**src/rtl/fft_frame_feeder_if.sv**
```systemverilog
// Stream interface for fft_frame_feeder: sample input handshake plus framed output.
// master = upstream/testbench side, slave = the feeder itself.
interface fft_frame_feeder_if #(
  parameter int DATA_WIDTH = 16
);
  logic                         in_valid;
  logic                         in_ready;
  logic signed [DATA_WIDTH-1:0] in_r;
  logic signed [DATA_WIDTH-1:0] in_i;
  logic                         valid_out;
  logic signed [DATA_WIDTH-1:0] source_r;
  logic signed [DATA_WIDTH-1:0] source_i;
  logic                         sop;
  logic                         eop;

  modport master (
    output in_valid, in_r, in_i,
    input  in_ready, valid_out, source_r, source_i, sop, eop
  );

  modport slave (
    input  in_valid, in_r, in_i,
    output in_ready, valid_out, source_r, source_i, sop, eop
  );
endinterface

```
**src/rtl/fft_frame_feeder.sv**
```systemverilog
// fft_frame_feeder: buffers a bursty complex sample stream in a FIFO and releases
// it only as whole, gap-free frames of 2**POW beats.
// Optional feature macro: FFT_FEEDER_B2B_EN (back-to-back frames, skips the gap
// when a full next frame is already buffered).
module fft_frame_feeder #(
  parameter int DATA_WIDTH = 16,
  parameter int POW        = 3,
  parameter int FIFO_POW   = POW + 1,
  parameter int GAP_CYCLES = 1
) (
  input logic                clk,
  input logic                rst,
  fft_frame_feeder_if.slave  bus
);
  localparam int N  = 1 << POW;
  localparam int D  = 1 << FIFO_POW;
  localparam int GW = (GAP_CYCLES > 1) ? $clog2(GAP_CYCLES) : 1;

  localparam logic [FIFO_POW:0] N_CNT     = (FIFO_POW+1)'(N);
  localparam logic [FIFO_POW:0] D_CNT     = (FIFO_POW+1)'(D);
  localparam logic [POW-1:0]    BEAT_LAST = '1;
  localparam logic [GW-1:0]     GAP_LAST  = GW'(GAP_CYCLES - 1);

  typedef enum logic [1:0] {IDLE, BURST, GAP} state_t;

  logic signed [DATA_WIDTH-1:0] mem_r [0:D-1];
  logic signed [DATA_WIDTH-1:0] mem_i [0:D-1];
  logic [FIFO_POW-1:0]          wr_ptr, rd_ptr;
  logic [FIFO_POW:0]            cnt;

  state_t                       state;
  logic [POW-1:0]               beat;
  logic [GW-1:0]                gcnt;
  logic                         valid_q, sop_q, eop_q;
  logic signed [DATA_WIDTH-1:0] src_r_q, src_i_q;

  logic push, load;

  // in_ready only looks at registered occupancy, so a same-cycle pop never frees a full FIFO
  assign bus.in_ready = ~rst & (cnt < D_CNT);
  assign push         = bus.in_valid & bus.in_ready;

  // Decide whether this edge moves the FIFO head into the output register
  always_comb begin
    load = 1'b0;
    case (state)
      IDLE:    load = (cnt >= N_CNT);
      BURST: begin
        if (beat != BEAT_LAST) load = 1'b1;
`ifdef FFT_FEEDER_B2B_EN
        else                   load = (cnt >= N_CNT);
`else
        else                   load = 1'b0;
`endif
      end
      default: load = 1'b0;
    endcase
  end

  // FIFO storage; contents need no reset since occupancy gates every read
  always_ff @(posedge clk) begin
    if (push) begin
      mem_r[wr_ptr] <= bus.in_r;
      mem_i[wr_ptr] <= bus.in_i;
    end
  end

  // FIFO pointers and occupancy; pointers wrap modulo D by width
  always_ff @(posedge clk or posedge rst) begin
    if (rst) begin
      wr_ptr <= '0;
      rd_ptr <= '0;
      cnt    <= '0;
    end else begin
      if (push) wr_ptr <= wr_ptr + 1'b1;
      if (load) rd_ptr <= rd_ptr + 1'b1;
      case ({push, load})
        2'b10:   cnt <= cnt + 1'b1;
        2'b01:   cnt <= cnt - 1'b1;
        default: cnt <= cnt;
      endcase
    end
  end

  // Frame sequencer: IDLE waits for a full frame, BURST streams it, GAP idles the output
  always_ff @(posedge clk or posedge rst) begin
    if (rst) begin
      state   <= IDLE;
      beat    <= '0;
      gcnt    <= '0;
      valid_q <= 1'b0;
      sop_q   <= 1'b0;
      eop_q   <= 1'b0;
      src_r_q <= '0;
      src_i_q <= '0;
    end else begin
      case (state)
        IDLE: begin
          if (load) begin
            valid_q <= 1'b1;
            sop_q   <= 1'b1;
            eop_q   <= 1'b0;
            src_r_q <= mem_r[rd_ptr];
            src_i_q <= mem_i[rd_ptr];
            beat    <= '0;
            state   <= BURST;
          end
        end
        BURST: begin
          if (beat != BEAT_LAST) begin
            beat    <= beat + 1'b1;
            sop_q   <= 1'b0;
            eop_q   <= (beat == BEAT_LAST - 1'b1);
            src_r_q <= mem_r[rd_ptr];
            src_i_q <= mem_i[rd_ptr];
          end else if (load) begin
            // next frame already fully buffered: restart without a gap
            beat    <= '0;
            sop_q   <= 1'b1;
            eop_q   <= 1'b0;
            src_r_q <= mem_r[rd_ptr];
            src_i_q <= mem_i[rd_ptr];
          end else begin
            valid_q <= 1'b0;
            sop_q   <= 1'b0;
            eop_q   <= 1'b0;
            src_r_q <= '0;
            src_i_q <= '0;
            gcnt    <= '0;
            state   <= GAP;
          end
        end
        GAP: begin
          if (gcnt == GAP_LAST) state <= IDLE;
          else                  gcnt  <= gcnt + 1'b1;
        end
        default: state <= IDLE;
      endcase
    end
  end

  assign bus.valid_out = valid_q;
  assign bus.sop       = sop_q;
  assign bus.eop       = eop_q;
  assign bus.source_r  = src_r_q;
  assign bus.source_i  = src_i_q;
endmodule
```
**src/flat_wrapper.sv**
```systemverilog
// flat-port wrapper written by rule: the top's interface ports become plain ports
module fft_frame_feeder_flat 
#(
  parameter int DATA_WIDTH = 16,
  parameter int POW        = 3,
  parameter int FIFO_POW   = POW + 1,
  parameter int GAP_CYCLES = 1
)
  (clk, rst, bus_in_valid, bus_in_r, bus_in_i, bus_in_ready, bus_valid_out, bus_source_r, bus_source_i, bus_sop, bus_eop);
  fft_frame_feeder_if #(.DATA_WIDTH(DATA_WIDTH)) bus_i ();
  input logic clk;
  input logic rst;
  input wire logic [$bits(bus_i.in_valid)-1:0] bus_in_valid;
  input wire logic [$bits(bus_i.in_r)-1:0] bus_in_r;
  input wire logic [$bits(bus_i.in_i)-1:0] bus_in_i;
  output wire logic [$bits(bus_i.in_ready)-1:0] bus_in_ready;
  output wire logic [$bits(bus_i.valid_out)-1:0] bus_valid_out;
  output wire logic [$bits(bus_i.source_r)-1:0] bus_source_r;
  output wire logic [$bits(bus_i.source_i)-1:0] bus_source_i;
  output wire logic [$bits(bus_i.sop)-1:0] bus_sop;
  output wire logic [$bits(bus_i.eop)-1:0] bus_eop;
  assign bus_i.in_valid = bus_in_valid;
  assign bus_i.in_r = bus_in_r;
  assign bus_i.in_i = bus_in_i;
  assign bus_in_ready = bus_i.in_ready;
  assign bus_valid_out = bus_i.valid_out;
  assign bus_source_r = bus_i.source_r;
  assign bus_source_i = bus_i.source_i;
  assign bus_sop = bus_i.sop;
  assign bus_eop = bus_i.eop;
  fft_frame_feeder #(.DATA_WIDTH(DATA_WIDTH), .POW(POW), .FIFO_POW(FIFO_POW), .GAP_CYCLES(GAP_CYCLES)) u_core (.clk(clk), .rst(rst), .bus(bus_i));
endmodule
```
**config.mk**
```make
export PLATFORM = sky130hd
export DESIGN_NAME = fft_frame_feeder_flat
export DESIGN_NICKNAME = d
export VERILOG_FILES = /design/src/rtl/fft_frame_feeder_if.sv /design/src/rtl/fft_frame_feeder.sv /design/src/flat_wrapper.sv
export SDC_FILE = /design/constraint.sdc
export NUM_CORES = 1
export LEC_CHECK = 0
export ABC_AREA = 1
export CORE_ASPECT_RATIO = 1.2
export CORE_MARGIN = 3
export CORE_UTILIZATION = 59
export DETAILED_ROUTE_END_ITERATION = 10
export HOLD_SLACK_MARGIN = 0.12
export MAX_ROUTING_LAYER = met4
export PLACE_DENSITY_LB_ADDON = 0.05
export SLEW_MARGIN = 15
export SYNTH_ARGS = -nofsm -noshare
export SYNTH_HDL_FRONTEND = slang
export SYNTH_SLANG_ARGS = --single-unit
```
**constraint.sdc**
```tcl
create_clock -name clk -period 3.1 [get_ports clk]
set_clock_uncertainty 0.1 [all_clocks]
set_input_delay 0.775 -clock clk [delete_from_list [all_inputs] [get_ports clk]]
set_output_delay 0.775 -clock clk [all_outputs]
set_load 0.01 [all_outputs]
```
Fig. 1: metal 1
Bar = 50 um.
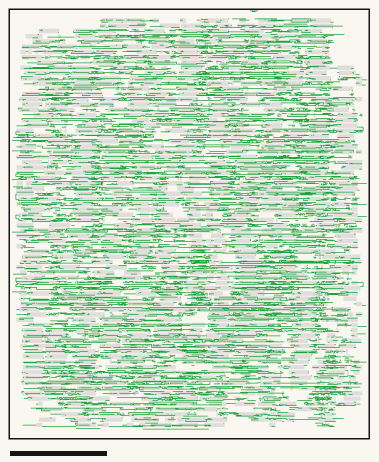
The layer carries 22.0 mm of wire. 1,911 nets have wire on it. The wires run mostly horizontal.

Fig. 2: the metal 2 layer
Bar = 50 um.
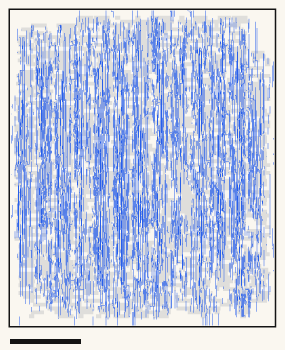
The layer holds 52% of the routed length. 1,486 nets have wire on it. The longest straight run is 126 um.

Fig. 3: metal 3
Bar = 50 um.
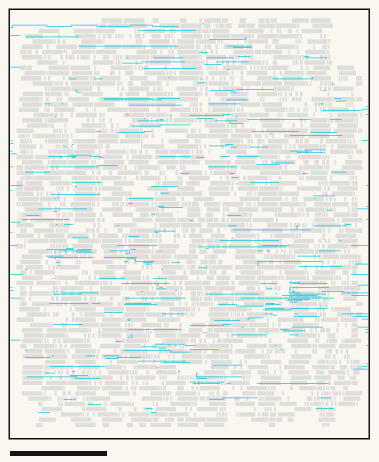
179 nets have wire on it. The longest straight run is 51.1 um. The layer carries 2,950 um of wire. The layer holds 5.1% of the routed length.
DR vias: 14,700
met3 demand-to-capacity share in global routing: 2.92%

Fig. 4: M4 wires
Bar = 50 um.
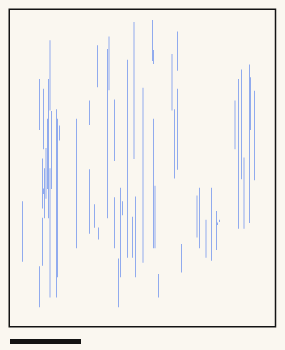
47 nets have wire on it. The longest straight run is 139 um. The layer carries 2,900 um of wire.
total detailed-routing wirelength: 57,600 um

Fig. 5: routing congestion map
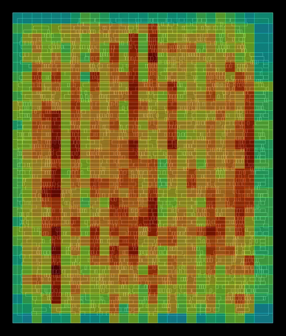
peak-usage layer in the global routing report: met2
global routing usage summed across all routing layers: 29.1%
global routing met1 resource utilization: 35.7%

==> results.toml <==
# implementation run metrics
[run_status]
status = "finished, final reports clean"

[floorplanning]
fp.dieW_um = 186
chip_area_um2 = 41200
die_y_um = 222
share_of_the_core_filled_by_cells_before_placement_pct = 60.1
ios = 71
rows = 78
placeableCoreArea_um2 = 38100

[power_and_ir_drop]
comb_power_share_pct = 36.3
sequentialPower_w = 0.00934
power.density_nw_per_um2 = 943
internal-power_w = 0.0155
cellLeakagePower_nw = 9.94
pwr.group.clock_w = 0.00643
power_frac_clock_pct = 26.0
total_power_consumption_of_the_routed_design_w = 0.0247

[clocking]
clock_sinks = 565
cts.repair.resized = 0
worst_setup_hold_path_clk_slew_ns = 0.06
post_cts_hold_buffer_count = 0
tritoncts.num_buffers = 53
clock-root-buffer = "sky130_fd_sc_hd__clkbuf_16"
cts_setup_buffers = 0
tritoncts = "built"
cts.path.max_buffers = 3

[finish]
fin_nets = 2078
mostFrequentLayoutCell = "sky130_fd_sc_hd__nand2_1"
final_layout_size_suffix_gt1_share_pct = 8.63
area.growth.synth_to_final_pct = 14.7
antenna_cells_inserted = 0
most-common-layout-cells = "sky130_fd_sc_hd__nand2_1, sky130_fd_sc_hd__edfxtp_1, sky130_fd_sc_hd__nand3_1"
fin_util_pct = 68.9

[synthesis]
yosysWarningCount = 0
post_synth_inst_count = 1946
synthDistinctLibCells = 28
synth_chip_area_um2 = 22900
netlist_top_cells_count = "sky130_fd_sc_hd__nand2_1, sky130_fd_sc_hd__edfxtp_1, sky130_fd_sc_hd__nand3_1, sky130_fd_sc_hd__buf_2, sky130_fd_sc_hd__dfrtp_1"
synthesis.area_per_instance_um2 = 11.8
postSynth.asyncResetShare_pct = 9.38
yosys_register_bits = 565
seq_area_frac_synth_pct = 73.0
mappedNetlistArea_um2 = 22900
mappedNetlistNets = 1993
synth.most_common_cell = "sky130_fd_sc_hd__nand2_1"
synth-main-ff-cell = "sky130_fd_sc_hd__edfxtp_1"
post-synth-top-area-cell = "sky130_fd_sc_hd__edfxtp_1"
edf_count = 512

[worst_setup_path]
critical_path.cell_chain = "clkdlybuf4s50_1 > nor2_1 > clkdlybuf4s50_1"
r2r-start = "u_core.beat[1]"
critPathArrivalTime_ns = 1.88
critPathCaptureType = "primary output"
path_max_fanout = 2
critPathTopFamily = "buffers and inverters"
crit-reg2reg-capture = "u_core.cnt[4]"
worst_setup_path_start_kind = "input pin"
worst_path_most_repeated_cell = "sky130_fd_sc_hd__clkdlybuf4s50_1"
slowest_stage = "sky130_fd_sc_hd__clkdlybuf4s50_1"
timing.critical_path.required_ns = 2.22
setup.reg_to_reg.worst_slack_ns = 0.55
timing.setup.critical_path_class = "input pin to primary output"
critPathMaxStageDelay_ns = 0.55
critical_path_buf_inv_count = 2

[grt]
grt_first_pass_wirelength_um = 87100
pin_count_of_the_biggest_net_entering_global_routing = 153
antenna_found_initial = 0

[sta]
report.final.hold_viol_count = 0
tightestPinTransition_ns = 0.938
max_freq_mhz = 363
setup_viol = 0
max_slew_margin_pct = 37.4
layout_worst_path_cycle_share_pct = 88.9
unrepaired_setup_endpoints_after_global_routing = "no"
final_period_minus_worst_setup_slack_ns = 2.75

[detailed_routing]
top_signal_layer_used = "met4"
drt_pass1_iterations = 6
met3_wirelength_um = 2950
dr.first_iter.drc_count = 1257
sum_of_routed_wire_segments_on_met1_um = 22000
drc = 0
dr_wl_met2_um = 29700

[run]
warnings = 34

[placement]
placed_cells = 2456
dpl_hpwl_um = 35600
placement.io_buffers = 70

[worst_hold_path]
timing.hold.worst.class = "flop to flop"
timing.hold.worst.start = "u_core.bus.source_r[7]"
whs_endpoint = "u_core.bus.source_r[7]"
## state kept, by name (all words and copies together) (netlist names)
name                  flops
u_core.bus.eop            1
u_core.cnt                5
u_core.mem_r            256
u_core.bus.source_i      16
u_core.beat               3
u_core.bus.source_r      16
u_core.wr_ptr             4
u_core.rd_ptr             4
u_core.mem_i            256
u_core.state              2
u_core.bus.sop            1
u_core.bus.valid_out      1
## kinds of logic (layout without fill, tap and decap cells)
group / count (synthesis) / in the layout / share of synthesized area (%)
and+or+nand+nor: 1196 / 1196 / 21.7
DFF: 565 / 565 / 73.0
buffers and inverters: 133 / 261 / 3.53
AOI/OAI and AO/OA: 30 / 30 / 0.689
adders and majority gates: 12 / 12 / 0.656
xor gates and xnor gates: 10 / 10 / 0.383
## metrics by stage
| step | instance area, um2 | worst slack, ns | setup TNS (ns) |
|---|---|---|---|
| CTS | 26200 | 0.347 | 0 |
| global placement | 24500 | 0.135 | 0 |
| detailed placement | 24500 | 0.131 | 0 |
| finish | 26200 | 0.345 | 0 |
| floorplan | 22900 | -0.217 | -68.91 |
| global route | 26200 | 0.303 | 0 |
## worst max-delay path by stage
stage | startpoint | end | slack (ns) | cells after the start
floorplan | rst | u_core.mem_i[11][0] | -0.22 | 5
global placement | rst | u_core.mem_r[2][14] | 0.14 | 8
detailed placement | rst | u_core.mem_r[2][13] | 0.13 | 8
CTS | rst | bus_in_ready | 0.35 | 3
global route | rst | bus_in_ready | 0.30 | 3
finish | rst | bus_in_ready | 0.35 | 3
## area by class of cell
type / instances / area [um2]
sequential: 565 / 16700
clock buffer: 75 / 1500
tap: 480 / 601
fill: 2785 / 11800
multi-input combinational: 1248 / 5490
timing repair buffer: 139 / 1620
inverter: 24 / 96.3
clock inverter: 23 / 226
